**config.mk**
```make
export PLATFORM = sky130hd
export DESIGN_NAME = phase_ctrl_flat
export DESIGN_NICKNAME = d
export VERILOG_FILES = /design/src/rtl/phase_ctrl_if.sv /design/src/rtl/phase_ctrl.sv /design/src/flat_wrapper.sv
export SDC_FILE = /design/constraint.sdc
export NUM_CORES = 1
export LEC_CHECK = 0
export ABC_AREA = 1
export CORE_ASPECT_RATIO = 1.4
export CORE_UTILIZATION = 43
export DETAILED_ROUTE_END_ITERATION = 12
export MAX_ROUTING_LAYER = met4
export PLACE_DENSITY = 0.78
export SLEW_MARGIN = 10
export SYNTH_ARGS = -nofsm -noshare
export SYNTH_HDL_FRONTEND = slang
export SYNTH_SLANG_ARGS = --single-unit
```
**constraint.sdc**
```tcl
create_clock -name clk -period 1.68 [get_ports clk]
set_input_delay 0.252 -clock clk [delete_from_list [all_inputs] [get_ports clk]]
set_output_delay 0.252 -clock clk [all_outputs]
set_load 0.02 [all_outputs]
```
**src/rtl/phase_ctrl_if.sv**
```systemverilog
// Handshake bundle between the phase sequencer/memory side and phase_ctrl.
// master = the controller (drives strobes and status), slave = sequencer/memory.
interface phase_ctrl_if;
   logic [1:0]  state;
   logic [15:0] instr;
   logic        mem_ready;
   logic        en;
   logic        ir_load;
   logic        pc_inc;
   logic        alu_go;
   logic        reg_we;
   logic        mem_req;
   logic        mem_we;
   logic        addr_sel;
   logic        halted;
   logic        phase_err;
   logic        timeout_err;

   modport master (
      input  state, instr, mem_ready,
      output en, ir_load, pc_inc, alu_go, reg_we, mem_req, mem_we, addr_sel,
             halted, phase_err, timeout_err
   );

   modport slave (
      output state, instr, mem_ready,
      input  en, ir_load, pc_inc, alu_go, reg_we, mem_req, mem_we, addr_sel,
             halted, phase_err, timeout_err
   );
endinterface

```
**src/rtl/phase_ctrl.sv**
```systemverilog
// Fetch/decode/execute phase controller with registered datapath strobes.
// Define PHASE_CTRL_TIMEOUT_EN to enable the memory wait timeout (WAIT_MAX cycles).
module phase_ctrl #(
   parameter int WAIT_MAX = 15,
   parameter int OPW      = 4
) (
   input logic          clk,
   input logic          rst_n,
   phase_ctrl_if.master bus
);

   typedef enum logic [2:0] {IDLE, SERVE, WAIT_MEM, DONE, HALT, ERR} fsm_e;

   localparam logic [OPW-1:0] OP_NOP   = '0;
   localparam logic [OPW-1:0] OP_LOAD  = OPW'(4'h8);
   localparam logic [OPW-1:0] OP_STORE = OPW'(4'h9);
   localparam logic [OPW-1:0] OP_HALT  = OPW'(4'hF);

   fsm_e           fsm_q;
   logic [1:0]     phase_q;
   logic [OPW-1:0] opcode_q;
   logic           en_q, ir_load_q, pc_inc_q, alu_go_q, reg_we_q;
   logic           mem_req_q, mem_we_q, addr_sel_q, halted_q, phase_err_q;
   logic           exec_mem, exec_store, mem_access;
   logic           unused_instr;

   assign unused_instr = ^bus.instr[15-OPW:0];

`ifdef PHASE_CTRL_TIMEOUT_EN
   logic [7:0] wait_cnt_q, wait_cnt_d;
   logic       timeout_err_q;
   assign wait_cnt_d      = wait_cnt_q + 8'd1;
   assign bus.timeout_err = timeout_err_q;
`else
   localparam int unused_wait_max = WAIT_MAX;
   assign bus.timeout_err = 1'b0;
`endif

   always_comb begin
      exec_store = (opcode_q == OP_STORE);
      exec_mem   = (opcode_q == OP_LOAD) || exec_store;
      mem_access = (phase_q == 2'b00) || ((phase_q == 2'b10) && exec_mem);
   end

   always_ff @(posedge clk) begin
      if (!rst_n) begin
         fsm_q       <= IDLE;
         phase_q     <= 2'b00;
         opcode_q    <= '0;
         en_q        <= 1'b0;
         ir_load_q   <= 1'b0;
         pc_inc_q    <= 1'b0;
         alu_go_q    <= 1'b0;
         reg_we_q    <= 1'b0;
         mem_req_q   <= 1'b0;
         mem_we_q    <= 1'b0;
         addr_sel_q  <= 1'b0;
         halted_q    <= 1'b0;
         phase_err_q <= 1'b0;
`ifdef PHASE_CTRL_TIMEOUT_EN
         wait_cnt_q    <= 8'd0;
         timeout_err_q <= 1'b0;
`endif
      end else begin
         en_q      <= 1'b0;
         ir_load_q <= 1'b0;
         pc_inc_q  <= 1'b0;
         alu_go_q  <= 1'b0;
         reg_we_q  <= 1'b0;
         case (fsm_q)
            IDLE: begin
               // While en is high the sequencer is moving to its next phase, so skip this sample.
               if (!en_q) begin
                  phase_q <= bus.state;
`ifdef PHASE_CTRL_TIMEOUT_EN
                  wait_cnt_q <= 8'd0;
`endif
                  case (bus.state)
                     2'b11: begin
                        fsm_q       <= ERR;
                        phase_err_q <= 1'b1;
                     end
                     2'b00: begin
                        fsm_q      <= SERVE;
                        mem_req_q  <= 1'b1;
                        mem_we_q   <= 1'b0;
                        addr_sel_q <= 1'b0;
                     end
                     2'b10: begin
                        fsm_q <= SERVE;
                        if (exec_mem) begin
                           mem_req_q  <= 1'b1;
                           mem_we_q   <= exec_store;
                           addr_sel_q <= 1'b1;
                        end
                     end
                     default: fsm_q <= SERVE;
                  endcase
               end
            end
            SERVE, WAIT_MEM: begin
               if (mem_access) begin
                  if (bus.mem_ready) begin
                     mem_req_q  <= 1'b0;
                     mem_we_q   <= 1'b0;
                     addr_sel_q <= 1'b0;
                     if (phase_q == 2'b00) begin
                        ir_load_q <= 1'b1;
                        pc_inc_q  <= 1'b1;
                     end else if (!exec_store) begin
                        reg_we_q <= 1'b1;
                     end
                     fsm_q <= DONE;
                  end else if (fsm_q == SERVE) begin
                     fsm_q <= WAIT_MEM;
`ifdef PHASE_CTRL_TIMEOUT_EN
                  end else if (wait_cnt_d >= 8'(WAIT_MAX)) begin
                     fsm_q         <= ERR;
                     timeout_err_q <= 1'b1;
                     mem_req_q     <= 1'b0;
                     mem_we_q      <= 1'b0;
                     addr_sel_q    <= 1'b0;
                  end else begin
                     wait_cnt_q <= wait_cnt_d;
`endif
                  end
               end else if (phase_q == 2'b01) begin
                  opcode_q <= bus.instr[15 -: OPW];
                  fsm_q    <= DONE;
               end else if (opcode_q == OP_HALT) begin
                  halted_q <= 1'b1;
                  fsm_q    <= HALT;
               end else if (opcode_q == OP_NOP) begin
                  fsm_q <= DONE;
               end else begin
                  alu_go_q <= 1'b1;
                  reg_we_q <= 1'b1;
                  fsm_q    <= DONE;
               end
            end
            DONE: begin
               en_q  <= 1'b1;
               fsm_q <= IDLE;
            end
            HALT:    fsm_q <= HALT;
            ERR:     fsm_q <= ERR;
            default: fsm_q <= IDLE;
         endcase
      end
   end

   assign bus.en        = en_q;
   assign bus.ir_load   = ir_load_q;
   assign bus.pc_inc    = pc_inc_q;
   assign bus.alu_go    = alu_go_q;
   assign bus.reg_we    = reg_we_q;
   assign bus.mem_req   = mem_req_q;
   assign bus.mem_we    = mem_we_q;
   assign bus.addr_sel  = addr_sel_q;
   assign bus.halted    = halted_q;
   assign bus.phase_err = phase_err_q;

endmodule

```
**src/flat_wrapper.sv**
```systemverilog
// flat-port wrapper written by rule: the top's interface ports become plain ports
module phase_ctrl_flat 
#(
   parameter int WAIT_MAX = 15,
   parameter int OPW      = 4
)
  (clk, rst_n, bus_state, bus_instr, bus_mem_ready, bus_en, bus_ir_load, bus_pc_inc, bus_alu_go, bus_reg_we, bus_mem_req, bus_mem_we, bus_addr_sel, bus_halted, bus_phase_err, bus_timeout_err);
  phase_ctrl_if bus_i ();
  input logic clk;
  input logic rst_n;
  input wire logic [$bits(bus_i.state)-1:0] bus_state;
  input wire logic [$bits(bus_i.instr)-1:0] bus_instr;
  input wire logic [$bits(bus_i.mem_ready)-1:0] bus_mem_ready;
  output wire logic [$bits(bus_i.en)-1:0] bus_en;
  output wire logic [$bits(bus_i.ir_load)-1:0] bus_ir_load;
  output wire logic [$bits(bus_i.pc_inc)-1:0] bus_pc_inc;
  output wire logic [$bits(bus_i.alu_go)-1:0] bus_alu_go;
  output wire logic [$bits(bus_i.reg_we)-1:0] bus_reg_we;
  output wire logic [$bits(bus_i.mem_req)-1:0] bus_mem_req;
  output wire logic [$bits(bus_i.mem_we)-1:0] bus_mem_we;
  output wire logic [$bits(bus_i.addr_sel)-1:0] bus_addr_sel;
  output wire logic [$bits(bus_i.halted)-1:0] bus_halted;
  output wire logic [$bits(bus_i.phase_err)-1:0] bus_phase_err;
  output wire logic [$bits(bus_i.timeout_err)-1:0] bus_timeout_err;
  assign bus_i.state = bus_state;
  assign bus_i.instr = bus_instr;
  assign bus_i.mem_ready = bus_mem_ready;
  assign bus_en = bus_i.en;
  assign bus_ir_load = bus_i.ir_load;
  assign bus_pc_inc = bus_i.pc_inc;
  assign bus_alu_go = bus_i.alu_go;
  assign bus_reg_we = bus_i.reg_we;
  assign bus_mem_req = bus_i.mem_req;
  assign bus_mem_we = bus_i.mem_we;
  assign bus_addr_sel = bus_i.addr_sel;
  assign bus_halted = bus_i.halted;
  assign bus_phase_err = bus_i.phase_err;
  assign bus_timeout_err = bus_i.timeout_err;
  phase_ctrl #(.WAIT_MAX(WAIT_MAX), .OPW(OPW)) u_core (.clk(clk), .rst_n(rst_n), .bus(bus_i));
endmodule
```
**Layout detail**

Scale bar: 10 um. Region (8, 4) to (33, 29) um. Cells in grey, sequential cells in the stronger grey; small squares are vias.
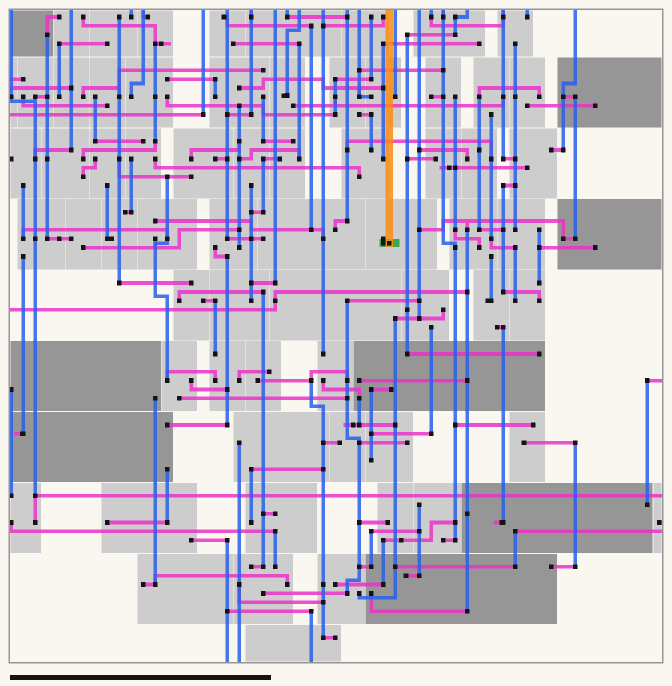
M4 -> orange
M3 -> green
M2 -> blue
M1 -> magenta
netlist names of flops here include = u_core.phase_q (2)
most frequent = nand2_1 (14), inv_1 (11)
cells with their middle in the window = 69
sequential cells in the window = 7

**Placement view**

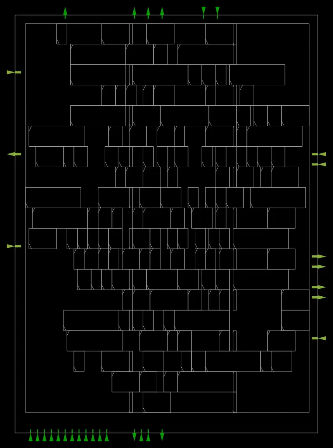
final core utilization: 58.02%
count of filler cells inserted in the layout: 189

**Clock distribution**

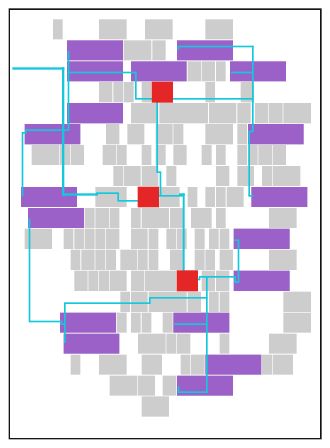
flip-flops -> purple  # count 18
clock-net drivers -> red  # count 3
clock wires -> cyan  # length 229 um
flops lie = all over the die
routed clock nets = 4
Clock power frac: 15.8%
clk_lat worst skew: 0.29 ns
Post-Route Skew: 0.004215 ns

==> reports/writeup.txt <==
Summing internal, switching and leakage power gives 1.684 mW. The run gives 1.43 ns for the critical path required time. The tools report the cell at the root of the clock tree as sky130_fd_sc_hd__clkbuf_4. The achievable clock frequency was 656.1 MHz; the synthesized area was 880.8 um^2. Number of hold buffers added after CTS: 0.

The area inside the core boundary came out at 1949 um^2. The floorplan-stage core utilization was 45.19%. The via count of the first global-routing pass came out at 821. The finished layout holds 168 standard cells, fillers aside.

The count of maximum capacitance violations came out at 0. The final antenna-violating net count came out at 0. For reference, the most critical setup path is categorized as reg -> out. The flip-flop and latch power was 0.615 mW; the time the worst path needs with I/O delays and setup was 1.524 ns.

The most critical min-delay path falls under reg -> reg. The die is 55.55 um tall. The run gives 0 as the number of buffers inserted by post-CTS setup repair. The largest register by flop count is u_core.opcode_q. In the layout the commonest cells are sky130_fd_sc_hd__nand2_1, sky130_fd_sc_hd__clkdlybuf4s50_1, sky130_fd_sc_hd__dfxtp_1, sky130_fd_sc_hd__inv_1, sky130_fd_sc_hd__nor2_1. In the finished design, the share of the clock period the worst path needs comes to 90.73%.

TritonCTS built the clock tree. The worst hold path endpoint was u_core.bus.halted$_SDFFE_PN0P_. The clock passes through at most 2 buffers.

Max-slew check failures listed in the final report amount to 0. Summing over every cut layer, the via total after detailed routing is 845. Per the OpenROAD power report, switching power amounts to 0.7255 mW. The cell-mix breakdown from Yosys lists the compound-gate area share as 10.51%. STA classifies the critical path endpoint as a primary output. The x dimension of the die was 40.25 um. TritonRoute output was used to compute an average wire per cell of 10.65 um. Setup repair after global routing left no endpoint under its margin.

Clock-pin slew was measured on the worst setup and hold paths at 0.10 ns. The area recorded from the Yosys report for this design is 880.8 um^2. In this run, the synthesized area fraction spent on adder and majority cells is recorded as 0%.

Cells with a size suffix above 1 make up 12.24% of the layout. Per the gpl log, the routability congestion estimate is 0.9411. The slowest cell on the critical path was sky130_fd_sc_hd__clkdlybuf4s50_1.

Per report_power, the sequential group accounts for 36.5% of the total. Synthesis produced a netlist with a net count of 145. Combinational cell fraction of total power: 47.7%.

The synthesis run identifies the leading combinational cell family as simple AND/OR/NAND/NOR gates. Share of synthesized cell area in and, or, nand and nor gates: 38.35%. The run gives 0.1557 ns as the post-layout worst setup margin. Instance count on the critical path: 1.

The number of cells reported by Yosys stat comes to 124. With the register bit total from synthesis at 18, the clock sink count is 18. The flow ran to the end, and the final reports show no timing, DRC or antenna violations. The total overflow left after global routing is 0. The smallest hold slack came out at 0.4607 ns. STA lists the maximum fanout along the critical path as 3. In this run the tool buffered the top-level ports with 18 buffer cells. The worst endpoint data arrival time was 1.27 ns.

The run gives 4 for the number of detailed-routing iterations run before antenna repair.
**Signal metal coverage by tile**

The die is cut into 8 by 11 equal tiles; black is low, pale yellow is high, scaled to the fullest tile. Values are wire area over tile area, all layers added.
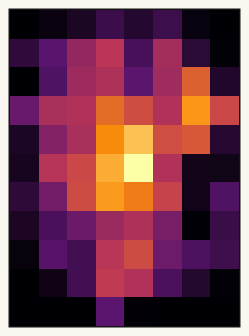
mean over tiles = 0.13
fullest tile = 0.43
emptiest ninth of the die = lower left
nearly empty tiles = 16%
densest ninth of the die = centre

**Gate families picked out**

Scale bar: 10 um.
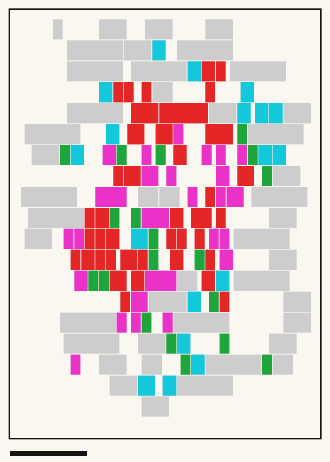
aoi and oai cells -> cyan  # cells 18, most used a21oi_1
nand cells -> red  # cells 40, most used nand2_1
inv cells -> green  # cells 19, most used inv_1
nor cells -> magenta  # cells 26, most used nor2_1

[layer usage]
layer / vias up / GRT usage (%) / wire length, um
met5: - / - / 0
met4: 0 / 10.00 / 27
met3: 4 / 4.016 / 52
met2: 14 / 33.41 / 953
met1: 382 / 20.97 / 755
li1: 445 / - / -
[synth_stat cells (2+ instances only)]
master,count,share of area (%)
sky130_fd_sc_hd__nand3_1,9,5.1
sky130_fd_sc_hd__buf_4,2,1.7
sky130_fd_sc_hd__a31oi_1,2,1.4
sky130_fd_sc_hd__nand3_2,2,2.3
sky130_fd_sc_hd__o21ai_0,5,2.8
sky130_fd_sc_hd__nor3_1,4,2.3
sky130_fd_sc_hd__nand2_1,21,8.9
sky130_fd_sc_hd__nand4_1,4,2.8
sky130_fd_sc_hd__nor2_4,2,2.6
sky130_fd_sc_hd__a21oi_1,10,5.7
sky130_fd_sc_hd__dfxtp_1,18,41
sky130_fd_sc_hd__nor2_2,2,1.4
sky130_fd_sc_hd__nand2_2,2,1.4
sky130_fd_sc_hd__inv_1,17,7.2
sky130_fd_sc_hd__nor2_1,16,6.8
[area by class of cell]
type | instances | area [um^2] | share of cell area (%)
Multi-Input combinational cell | 85 | 434.2 | 38.39
Sequential cell | 18 | 360.3 | 31.86
Timing Repair Buffer | 21 | 202.7 | 17.92
Inverter | 19 | 71.32 | 6.305
Clock buffer | 4 | 36.28 | 3.208
Tap cell | 21 | 26.28 | 2.323
[worst min-delay path, cell delays in order, from the launching register on]
cell and delay [ns]:
sky130_fd_sc_hd__dfxtp_1 0.32, sky130_fd_sc_hd__inv_1 0.05, sky130_fd_sc_hd__a21oi_1 0.05
Power and IR drop assume default switching activity.
